Fig. 1: clock routing
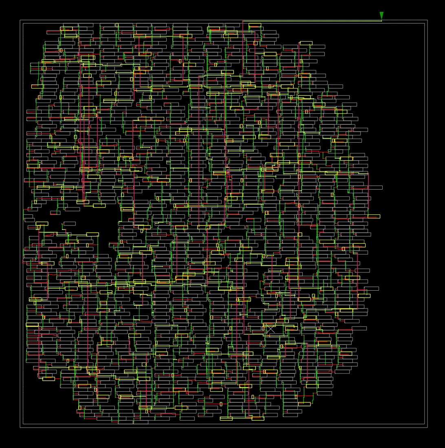
Fig. 2: zoomed window
Scale bar: 20 um. Window x 129 to 179, y 190 to 240 um. Cells in grey, sequential cells in the stronger grey; small squares are vias.
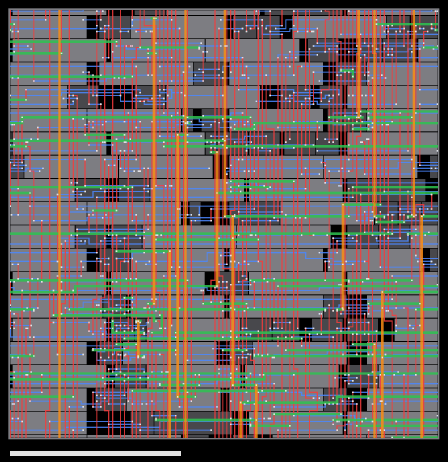
Fig. 3: pin placement
Scale bar: 100 um. Pins as bars across the die edge, other pins in grey.
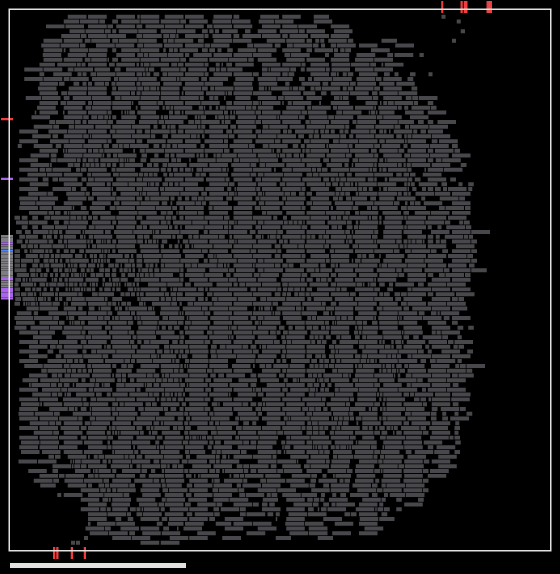
Fig. 4: met1 routing
Scale bar: 100 um.
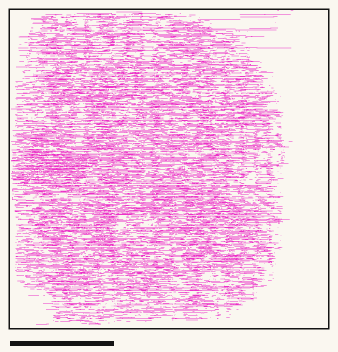
--- src/rtl/lifo_stack_v2.sv ---
// lifo_stack_v2: parametrised LIFO with registered top-of-stack peek,
// occupancy flags, almost-full watermark and overflow/underflow pulses.
module lifo_stack_v2 #(
    parameter int WIDTH      = 11,
    parameter int DEPTH_LOG2 = 7,
    parameter int AF_LEVEL   = (2 ** DEPTH_LOG2) - 2
) (
    input  logic                  clk,
    input  logic                  reset_n,
    input  logic                  clear,
    input  logic                  push,
    input  logic                  pop,
    input  logic [WIDTH-1:0]      data_in,
    output logic [WIDTH-1:0]      q,
    output logic [DEPTH_LOG2:0]   count,
    output logic                  empty,
    output logic                  full,
    output logic                  almost_full,
    output logic                  overflow,
    output logic                  underflow
);

    localparam int AW    = DEPTH_LOG2;
    localparam int CW    = DEPTH_LOG2 + 1;
    localparam int DEPTH = 2 ** DEPTH_LOG2;

    localparam logic [CW-1:0] CNT_DEPTH = CW'(DEPTH);
    localparam logic [CW-1:0] CNT_AF    = CW'(AF_LEVEL);
    localparam logic [CW-1:0] CNT_ONE   = CW'(1);
    localparam logic [CW-1:0] CNT_ZERO  = '0;
    localparam logic [AW-1:0] IDX_ONE   = AW'(1);
    localparam logic [AW-1:0] IDX_TWO   = AW'(2);

    logic [WIDTH-1:0] mem_q [DEPTH];

    logic [CW-1:0]    count_q, count_d;
    logic [WIDTH-1:0] q_q, q_d;
    logic             empty_q, empty_d;
    logic             full_q, full_d;
    logic             af_q, af_d;
    logic             ovf_q, ovf_d;
    logic             udf_q, udf_d;

    logic             wr_en;
    logic [AW-1:0]    wr_addr;
    logic [AW-1:0]    top_idx;
    logic [AW-1:0]    below_idx;
    logic [WIDTH-1:0] below_data;
    logic             is_empty;
    logic             is_full;

    assign is_empty   = (count_q == CNT_ZERO);
    assign is_full    = (count_q == CNT_DEPTH);
    assign top_idx    = count_q[AW-1:0] - IDX_ONE;
    assign below_idx  = count_q[AW-1:0] - IDX_TWO;
    // Async read of the entry that becomes the new top after a pop.
    assign below_data = mem_q[below_idx];

    // Next-state: apply clear or the push/pop operation table.
    always_comb begin
        count_d = count_q;
        q_d     = q_q;
        ovf_d   = 1'b0;
        udf_d   = 1'b0;
        wr_en   = 1'b0;
        wr_addr = count_q[AW-1:0];
        if (clear) begin
            count_d = CNT_ZERO;
            q_d     = '0;
        end else begin
            case ({push, pop})
                2'b11: begin
                    if (is_empty) begin
                        wr_en   = 1'b1;
                        wr_addr = '0;
                        count_d = CNT_ONE;
                        q_d     = data_in;
                        udf_d   = 1'b1;
                    end else begin
                        wr_en   = 1'b1;
                        wr_addr = top_idx;
                        q_d     = data_in;
                    end
                end
                2'b10: begin
                    if (is_full) begin
                        ovf_d = 1'b1;
                    end else begin
                        wr_en   = 1'b1;
                        count_d = count_q + CNT_ONE;
                        q_d     = data_in;
                    end
                end
                2'b01: begin
                    if (is_empty) begin
                        udf_d = 1'b1;
                    end else begin
                        count_d = count_q - CNT_ONE;
                        q_d     = (count_q == CNT_ONE) ? '0 : below_data;
                    end
                end
                default: begin
                end
            endcase
        end
        empty_d = (count_d == CNT_ZERO);
        full_d  = (count_d == CNT_DEPTH);
        af_d    = (count_d >= CNT_AF);
    end

    // Status and peek registers, synchronously reset.
    always_ff @(posedge clk) begin
        if (!reset_n) begin
            count_q <= CNT_ZERO;
            q_q     <= '0;
            empty_q <= 1'b1;
            full_q  <= 1'b0;
            af_q    <= 1'b0;
            ovf_q   <= 1'b0;
            udf_q   <= 1'b0;
        end else begin
            count_q <= count_d;
            q_q     <= q_d;
            empty_q <= empty_d;
            full_q  <= full_d;
            af_q    <= af_d;
            ovf_q   <= ovf_d;
            udf_q   <= udf_d;
        end
    end

    // Storage array write; contents are deliberately not reset.
    always_ff @(posedge clk) begin
        if (reset_n && wr_en) begin
            mem_q[wr_addr] <= data_in;
        end
    end

    assign q           = q_q;
    assign count       = count_q;
    assign empty       = empty_q;
    assign full        = full_q;
    assign almost_full = af_q;
    assign overflow    = ovf_q;
    assign underflow   = udf_q;

endmodule
--- config.mk ---
export PLATFORM = sky130hd
export DESIGN_NAME = lifo_stack_v2
export DESIGN_NICKNAME = d
export VERILOG_FILES = /design/src/rtl/lifo_stack_v2.sv
export SDC_FILE = /design/constraint.sdc
export NUM_CORES = 2
export LEC_CHECK = 0
export CAP_MARGIN = 0
export CORE_MARGIN = 2
export CORE_UTILIZATION = 62
export CTS_CLUSTER_DIAMETER = 80
export DETAILED_ROUTE_END_ITERATION = 7
export MAX_ROUTING_LAYER = met4
export PLACE_DENSITY = 0.89
export SETUP_SLACK_MARGIN = 0.2
export SLEW_MARGIN = 15
export SYNTH_ARGS = -nofsm -noshare
export SYNTH_HDL_FRONTEND = slang
export SYNTH_SLANG_ARGS = --single-unit
--- constraint.sdc ---
create_clock -name clk -period 7 [get_ports clk]
set_clock_uncertainty 0.2 [all_clocks]
set_input_delay 1.4 -clock clk [delete_from_list [all_inputs] [get_ports clk]]
set_output_delay 1.4 -clock clk [all_outputs]
set_load 0.1 [all_outputs]
==> impl_metrics.json <==
{
  "violations": "DRC",
  "async_reset_ff_share_pct": 0,
  "yosysTopAreaCell": "edfxtp_1",
  "pwr-share-seq_pct": 53.6,
  "min_period_ps": 5555,
  "synthesis.nets": 3318,
  "hold_depth": 2,
  "syn_area_per_cell_um2": 17.30,
  "seq_area_frac_synth_pct": 75.05,
  "largest_reg_flops": 1408,
  "fp_util_pct": 62.35,
  "via_per_inst": 7.250,
  "intPower_mw": 13.56,
  "avgRoutedWirePerCell_um": 32.36,
  "path_clk_slew_ps": 60,
  "min-delay-start": "q[7]",
  "aoi_share_pct": 8.254,
  "first_global_vias": 32229,
  "cellPowerDensity_nw_per_um2": 281.0,
  "grt_max_degree": 131,
  "post-place-cells": 4383,
  "drc": 1,
  "top_area_share_pct": 74.20,
  "worst_slack_ps": 1445,
  "synthAdderAreaFrac_pct": 0.1757,
  "maxCapViolations": 0,
  "slowest_delay_ps": 1140,
  "yosys.area_share.simple_pct": 2.295,
  "post-cts-setup-buffers": 0,
  "rsz0062_at_grt": "false",
  "status": "complete, but fails checks",
  "clockRootBuffer": "clkbuf_16",
  "regMostFlops": "mem_q"
}
Notes on Fig. 1 above:
clock buf count: 158
CTS Buf Count: 131
clock group power: 7.00 mW

Notes on Fig. 2 above:
[blue] M1
[red] M2
[orange] M4
[green] M3
netlist names of flops here include: `mem_q` (62)
cells with their middle in the window: 115
most frequent: edfxtp_1 (62), mux2i_1 (26), a22oi_1 (17)
sequential cells in the window: 62

Notes on Fig. 3 above:
[purple] `count` | pins: 8 | direction: output | edge: west
[red] `data_in` | pins: 11 | direction: input | edge: 6 north, 4 south, 1 west
[blue] `underflow` | pins: 1 | direction: output | edge: west
all pins by edge: 29 west, 7 north, 4 south
Die Ht: 307.2 um
die width: 307.2 um
IO Port Bufs: 39

Notes on Fig. 4 above:
longest straight run: 98.4 um
share of all routed wire: 34%
wire length on this layer: 50.4 mm
GRT met1 Usage: 41.92%
vias: 33.53k

[layout make-up]
cell class	count	area, um2
sequential	1432	42770
fill	5203	28610
multi-input combinational	1638	13390
clock buffer	158	3411
tap	1186	1484
timing repair buffer	117	973.4
clock inverter	74	690.7
inverter	10	37.54
antenna	9	22.52
[metal layers]
metal | track usage [%] | up-vias | wire length (um) | share of wire (%)
met5 | - | - | 0 | 0
li1 | - | 13429 | - | -
met4 | 16.13 | 0 | 8733 | 5.8
met3 | 7.298 | 630 | 20810 | 14
met2 | 49.29 | 3194 | 69690 | 47
met1 | 41.92 | 16273 | 50390 | 34
[worst max-delay path: cells and delay by family, from the launching register on]
family,cells,cell delay (ps)
AOI/OAI and AO/OA,4,2510
buffers and inverters,2,1120
DFF,1,910
and+or+nand+nor,2,650
Power and IR drop assume default switching activity.
